--- src/rtl/latch_phase_sequencer_pkg.sv ---
// rtl/latch_phase_sequencer_pkg.sv - shared state encodings and default widths
// Holds the 3-bit FSM encoding and the default datapath/timer widths.
package latch_phase_sequencer_pkg;

  localparam int DEF_DATA_W = 8;
  localparam int DEF_CNT_W  = 4;

  typedef enum logic [2:0] {
    ST_IDLE = 3'd0,
    ST_M_ON = 3'd1,
    ST_GAP1 = 3'd2,
    ST_S_ON = 3'd3,
    ST_GAP2 = 3'd4
  } seq_state_t;

endpackage

--- src/rtl/latch_phase_sequencer_if.sv ---
// rtl/latch_phase_sequencer_if.sv - request/config/latch-enable bundle
// The master side issues transfers; the sequencer is the slave side.
interface latch_phase_sequencer_if
  import latch_phase_sequencer_pkg::*;
#(
  parameter int DATA_W = DEF_DATA_W,
  parameter int CNT_W  = DEF_CNT_W
);
  logic              start;
  logic [DATA_W-1:0] din;
  logic [CNT_W-1:0]  pulse_cyc;
  logic [CNT_W-1:0]  gap_cyc;
  logic [DATA_W-1:0] latch_d;
  logic              le_master;
  logic              le_slave;
  logic              busy;
  logic              done;

  modport master (
    output start, din, pulse_cyc, gap_cyc,
    input  latch_d, le_master, le_slave, busy, done
  );

  modport slave (
    input  start, din, pulse_cyc, gap_cyc,
    output latch_d, le_master, le_slave, busy, done
  );
endinterface

--- src/rtl/latch_phase_sequencer_phase_timer.sv ---
// rtl/latch_phase_sequencer_phase_timer.sv - per-phase down-counter
// Loading N leaves N-1 in the counter so a phase lasts N cycles; 0 is clamped to 1.
module phase_timer #(
  parameter int CNT_W = 4
) (
  input  logic             CLK,
  input  logic             RST_N,
  input  logic             load,
  input  logic [CNT_W-1:0] load_val,
  output logic             expired
);
  logic [CNT_W-1:0] count;

  always_ff @(posedge CLK or negedge RST_N) begin
    if (!RST_N) begin
      count <= '0;
    end else if (load) begin
      count <= (load_val == '0) ? '0 : load_val - CNT_W'(1);
    end else if (count != '0) begin
      count <= count - CNT_W'(1);
    end
  end

  assign expired = (count == '0);
endmodule

--- src/rtl/latch_phase_sequencer.sv ---
// rtl/latch_phase_sequencer.sv - non-overlapping master/slave latch enable sequencer
// Captures data and phase lengths on START, then walks M_ON, GAP1, S_ON, GAP2.
module latch_phase_sequencer
  import latch_phase_sequencer_pkg::*;
#(
  parameter int DATA_W = DEF_DATA_W,
  parameter int CNT_W  = DEF_CNT_W
) (
  input logic                    CLK,
  input logic                    RST_N,
  latch_phase_sequencer_if.slave bus
);
  seq_state_t       state, next_state;
  logic [CNT_W-1:0] p_reg, g_reg;
  logic [CNT_W-1:0] t_val;
  logic             t_load, t_expired;
  logic             accept, finish;

  phase_timer #(.CNT_W(CNT_W)) u_timer (
    .CLK      (CLK),
    .RST_N    (RST_N),
    .load     (t_load),
    .load_val (t_val),
    .expired  (t_expired)
  );

  always_ff @(posedge CLK or negedge RST_N) begin
    if (!RST_N) state <= ST_IDLE;
    else        state <= next_state;
  end

  // The GAP2 expiry edge doubles as an IDLE acceptance so back-to-back transfers lose no cycle.
  always_comb begin
    next_state = state;
    accept     = 1'b0;
    finish     = 1'b0;
    t_load     = 1'b0;
    t_val      = p_reg;
    case (state)
      ST_IDLE: if (bus.start) begin
        accept     = 1'b1;
        next_state = ST_M_ON;
        t_load     = 1'b1;
        t_val      = bus.pulse_cyc;
      end
      ST_M_ON: if (t_expired) begin
        next_state = ST_GAP1;
        t_load     = 1'b1;
        t_val      = g_reg;
      end
      ST_GAP1: if (t_expired) begin
        next_state = ST_S_ON;
        t_load     = 1'b1;
        t_val      = p_reg;
      end
      ST_S_ON: if (t_expired) begin
        next_state = ST_GAP2;
        t_load     = 1'b1;
        t_val      = g_reg;
      end
      ST_GAP2: if (t_expired) begin
        finish = 1'b1;
        if (bus.start) begin
          accept     = 1'b1;
          next_state = ST_M_ON;
          t_load     = 1'b1;
          t_val      = bus.pulse_cyc;
        end else begin
          next_state = ST_IDLE;
        end
      end
      default: next_state = ST_IDLE;
    endcase
  end

  // Outputs are registered from next_state so they change on the same edge as the state.
  always_ff @(posedge CLK or negedge RST_N) begin
    if (!RST_N) begin
      bus.latch_d   <= '0;
      p_reg         <= '0;
      g_reg         <= '0;
      bus.le_master <= 1'b0;
      bus.le_slave  <= 1'b0;
      bus.busy      <= 1'b0;
      bus.done      <= 1'b0;
    end else begin
      if (accept) begin
        bus.latch_d <= bus.din;
        p_reg       <= bus.pulse_cyc;
        g_reg       <= bus.gap_cyc;
      end
      bus.le_master <= (next_state == ST_M_ON);
      bus.le_slave  <= (next_state == ST_S_ON);
      bus.busy      <= (next_state != ST_IDLE);
      bus.done      <= finish;
    end
  end
endmodule
--- src/flat_wrapper.sv ---
// flat-port wrapper written by rule: the top's interface ports become plain ports
module latch_phase_sequencer_flat import latch_phase_sequencer_pkg::*;
#(
  parameter int DATA_W = DEF_DATA_W,
  parameter int CNT_W  = DEF_CNT_W
)
  (CLK, RST_N, bus_start, bus_din, bus_pulse_cyc, bus_gap_cyc, bus_latch_d, bus_le_master, bus_le_slave, bus_busy, bus_done);
  latch_phase_sequencer_if #(.DATA_W(DATA_W), .CNT_W(CNT_W)) bus_i ();
  input logic CLK;
  input logic RST_N;
  input wire logic [$bits(bus_i.start)-1:0] bus_start;
  input wire logic [$bits(bus_i.din)-1:0] bus_din;
  input wire logic [$bits(bus_i.pulse_cyc)-1:0] bus_pulse_cyc;
  input wire logic [$bits(bus_i.gap_cyc)-1:0] bus_gap_cyc;
  output wire logic [$bits(bus_i.latch_d)-1:0] bus_latch_d;
  output wire logic [$bits(bus_i.le_master)-1:0] bus_le_master;
  output wire logic [$bits(bus_i.le_slave)-1:0] bus_le_slave;
  output wire logic [$bits(bus_i.busy)-1:0] bus_busy;
  output wire logic [$bits(bus_i.done)-1:0] bus_done;
  assign bus_i.start = bus_start;
  assign bus_i.din = bus_din;
  assign bus_i.pulse_cyc = bus_pulse_cyc;
  assign bus_i.gap_cyc = bus_gap_cyc;
  assign bus_latch_d = bus_i.latch_d;
  assign bus_le_master = bus_i.le_master;
  assign bus_le_slave = bus_i.le_slave;
  assign bus_busy = bus_i.busy;
  assign bus_done = bus_i.done;
  latch_phase_sequencer #(.DATA_W(DATA_W), .CNT_W(CNT_W)) u_core (.CLK(CLK), .RST_N(RST_N), .bus(bus_i));
endmodule
--- config.mk ---
export PLATFORM = sky130hd
export DESIGN_NAME = latch_phase_sequencer_flat
export DESIGN_NICKNAME = d
export VERILOG_FILES = /design/src/rtl/latch_phase_sequencer_pkg.sv /design/src/rtl/latch_phase_sequencer_if.sv /design/src/rtl/latch_phase_sequencer_phase_timer.sv /design/src/rtl/latch_phase_sequencer.sv /design/src/flat_wrapper.sv
export SDC_FILE = /design/constraint.sdc
export NUM_CORES = 1
export LEC_CHECK = 0
export CAP_MARGIN = 20
export CORE_ASPECT_RATIO = 1.25
export CORE_MARGIN = 2
export CORE_UTILIZATION = 40
export CTS_BUF_LIST = sky130_fd_sc_hd__clkbuf_4
export CTS_CLUSTER_DIAMETER = 40
export CTS_CLUSTER_SIZE = 25
export DETAILED_ROUTE_END_ITERATION = 8
export HOLD_SLACK_MARGIN = 0.08
export SKIP_LAST_GASP = 1
export SLEW_MARGIN = 20
export SYNTH_ARGS = -nofsm -noshare
export SYNTH_HDL_FRONTEND = slang
export SYNTH_HIERARCHICAL = 1
export SYNTH_SLANG_ARGS = --single-unit
--- constraint.sdc ---
create_clock -name CLK -period 3.1 [get_ports CLK]
set_input_delay 0.465 -clock CLK [delete_from_list [all_inputs] [get_ports CLK]]
set_output_delay 0.465 -clock CLK [all_outputs]
set_load 0.03 [all_outputs]
==> results.sh <==
# flow metrics
export IMPL_core_um2=3720
export IMPL_rsz0062_at_grt="no"
export IMPL_cp_end_kind="flip-flop"
export IMPL_place_gp_congestion=0.744
export IMPL_regMostFlops="u_core/bus.latch_d"
export IMPL_syn_area_per_cell_um2=12.1
export IMPL_top_cells_by_area="dfrtp_1 (45%), mux2_4 (8.9%), mux2i_1 (6.6%)"
export IMPL_drt_first_iter_violations=15
export IMPL_edf_count=0
export IMPL_largest_register_ff_count=8
export IMPL_ios=31
export IMPL_postSynthSeqShare_pct=44.6
export IMPL_reg2reg_slack_ps=540
export IMPL_lay_top_count="clkdlybuf4s50_1"
export IMPL_ir_worst_vdd_mv=0.348
export IMPL_comb_area_um2=783
export IMPL_slowest_delay_ps=430
export IMPL_warning_count=26
export IMPL_largestClassByArea="logic gates"
export IMPL_path_clk_slew_ps=140
export IMPL_nets=180
export IMPL_remaining_drc_errors=0
export IMPL_critPathLaunchType="flip-flop"
export IMPL_switchingPower_w=0.000736
export IMPL_die_area_um2=4300
export IMPL_tightest_slew_ps=548
export IMPL_die_x_um=59.1
export IMPL_cts_setup_buffers=0
export IMPL_grt_max_degree=28
export IMPL_io_buffers=30
export IMPL_p_per_area_nw_per_um2=984
export IMPL_buf_share_pct=18.2
export IMPL_drive_above_1_share_pct=25.2
export IMPL_yosysMostFrequentCell="dfrtp_1"
export IMPL_antenna_found_initial=0
export IMPL_grtUsageTotal_pct=15.6
export IMPL_grt_overflow_total=0
export IMPL_cp_common_cell="buf_4"
export IMPL_yosys_warnings=6
export IMPL_path_class="flip-flop to flip-flop"
export IMPL_ff_type="dfrtp_1"
export IMPL_p_leak_nw=0.835
export IMPL_setup_viol=0
export IMPL_seq_power_share_pct=35.9
export IMPL_arrival_ps=2830
export IMPL_via_per_inst=5.50
export IMPL_comb_cells=88
export IMPL_cts_resized=0
export IMPL_dp_hpwl_um=2230
export IMPL_synth_flops=27
export IMPL_ff_count=27
export IMPL_wl_um=2980
export IMPL_max_freq_mhz=390
export IMPL_status="complete, no violations"
export IMPL_synthCells=125
export IMPL_pwr_share_comb_pct=55.5
export IMPL_place_inst=195
export IMPL_p_total_w=0.00187
export IMPL_drv_slew=0
export IMPL_final_min_clock_period_ps=2560
export IMPL_grt_pass1_wl_um=5200
export IMPL_fp_nets=145
export IMPL_stdcell_count=199
export IMPL_cp_slowest_cell="dfrtp_1"
export IMPL_timing_final_crit_share_pct=82.6
export IMPL_cts_hold_buffers=0
export IMPL_postRouteAntennaNets=0
export IMPL_power_frac_clock_pct=8.6
export IMPL_via_count=1095
export IMPL_cts_tree="built"
export IMPL_grt_pass1_vias=1144
export IMPL_ys_cells=125
export IMPL_fillers=359
export IMPL_n_antenna_cell=0
export IMPL_clock_area_share_pct=1.58
export IMPL_p_sw_share_pct=39.4
export IMPL_initial_utilization_pct=40.7
export IMPL_comb_share_pct=41.2
export IMPL_worstPathRequired_ps=3370
export IMPL_cts_sinks=27
export IMPL_cts_max_level=1
export IMPL_synthArstFlopShare_pct=100
export IMPL_post_drt_wl_per_cell_um=15.0
export IMPL_num_nonclk_inverters=4
export IMPL_top_area_cell="dfrtp_1"
export IMPL_finalHoldViolations=0
export IMPL_ys_chip_area_um2=1520
export IMPL_dr_pass1_iters=4
export IMPL_synth_area_um2=1520
export IMPL_setup_tns_ps=0
export IMPL_maxSlewHeadroom_pct=63.5
export IMPL_clockBufferDepth=2
export IMPL_netlist_area_leader_share_pct=44.6
export IMPL_common_cells="dfrtp_1 (27), mux2i_1 (10), mux2_4 (9), mux2_2 (8), nor2_1 (5)"
export IMPL_layout_top_cells="clkdlybuf4s50_1 (30), dfrtp_1 (27), mux2i_1 (10)"
export IMPL_max_cap_violations=0
export IMPL_tap_cells=40
export IMPL_buffers=36
export IMPL_root_buffer="clkbuf_4"
export IMPL_core_rowCount=25
export IMPL_areaGrowthSynthToFinish_pct=25.2
export IMPL_ys_types=44
export IMPL_fp_dieH_um=72.8
export IMPL_path_cells="inv_1 -> ha_1 -> nor3b_4 -> nor2b_1 -> buf_4 -> mux2i_1 -> a221oi_1 -> buf_4 -> or2_2 -> o211ai_1 -> o21a_1"
export IMPL_hold_path_class="primary input to async pin"
export IMPL_cellInternalPower_w=0.00113
export IMPL_cp_max_fo=5
[critical path: cells and delay by family (launching register included)]
kind,cells,cell delay [ps]
simple gates,3,850
fa+ha+maj,1,200
mux,1,190
buf+inv,3,410
flops,1,430
compound gates,3,450
[metal layers]
layer  vias up  track usage (%)  part of all wire, %
li1        537                -                    -
met1       544             19.8                   44
met2        12             26.7                   53
met3         2             1.95                  2.2
met4         0             6.06                 0.77
met5         -                0                    0
[final timing paths]
check,startpoint,endpoint,cells past startpoint
worst max-delay path,u_core/u_timer/count[0],u_core/u_timer/count[1],11
worst max register to register,u_core/u_timer/count[0],u_core/u_timer/count[1],11
max in group asynchronous,RST_N,u_core/u_timer/count[0],2
worst min-delay path,RST_N,u_core/bus.latch_d[4],2
min in group CLK,u_core/g_reg[1],u_core/g_reg[1],1
worst min register to register,u_core/g_reg[1],u_core/g_reg[1],1
[power groups by stage]
| stage | Combinational (W) | Clock [W] | Sequential (W) |
|---|---|---|---|
| global route | 0.00114 | 0.000184 | 0.000700 |
| floorplan | 0.000641 | 0 | 0.000759 |
| global placement | 0.00102 | 0 | 0.000668 |
| finish | 0.00104 | 0.000161 | 0.000670 |
| detailed placement | 0.00105 | 0 | 0.000679 |
| CTS | 0.00105 | 0.000171 | 0.000670 |
[through the flow]
stage,instance area (um^2),setup WS [ps],hold WS [ps]
after global routing,1900,298,513
after CTS,1900,512,501
after global placement,1870,349,492
final,1900,538,499
after detailed placement,1870,313,496
after floorplan,1520,813,169
[cell families (layout without fill, tap and decap cells)]
family	Yosys count	after routing	synth area share [%]
AND-OR/OR-AND	21	21	10.6
XOR/XNOR	1	1	0.578
adder cells (fa/ha/maj)	1	1	0.825
buffers and inverters	10	44	3.80
flip-flops	27	27	44.6
multiplexers	27	27	21.5
AND/OR/NAND/NOR	38	38	18.2
ff_map.png
Other sequential cells in the stronger grey, the rest of the logic in the fainter grey.
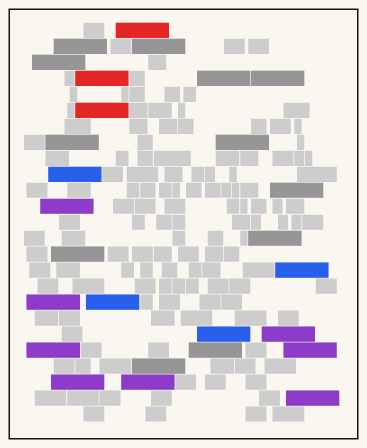
- u_core/p_reg: blue (placed flops 4)
- u_core/state: red (placed flops 3)
- u_core/bus.latch_d: purple (placed flops 8)
Layout Utilization: 51.0%
register area: 676 um^2
P_seq: 0.000670 W
register share of the cell area: 35.6%

clock_nets.png
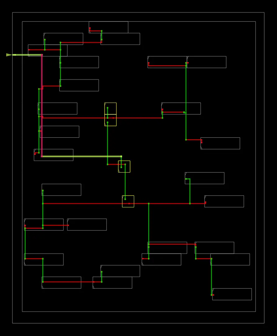
Power Clock: 0.000161 W
Clock buffer cells: 4
Worst-Skew Late Latency: 320 ps
total CTS buffers: 3
Worst Skew: 1.56 ps

pinout.png
Pins as bars across the die edge, other pins in grey.
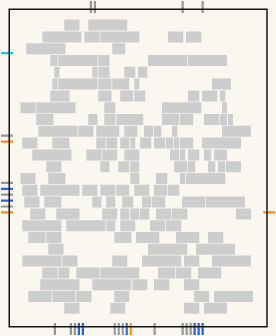
- bus_pulse_cyc: orange (pins 4; direction input; edge 2 left, 1 right, 1 bottom)
- CLK: cyan (pins 1; direction input; edge left)
- bus_latch_d: blue (pins 8; direction output; edge 6 bottom, 2 left)

gates.png
The bar under the picture is 20 um long.
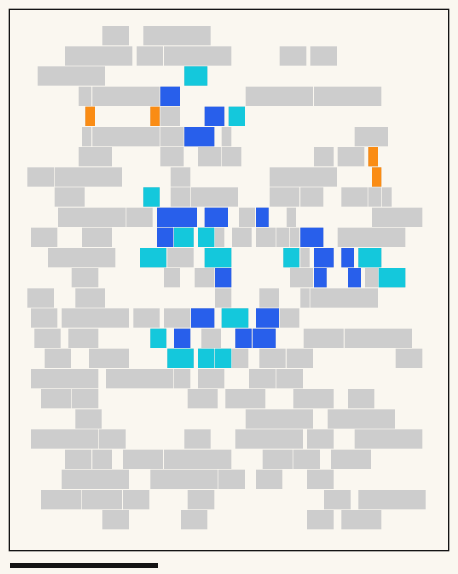
- aoi and oai cells: blue (cells 18; where centre)
- inv cells: orange (cells 4)
- and/or cells: cyan (cells 15)

Power figures rest on the tool's default switching activity, not on a simulated workload.
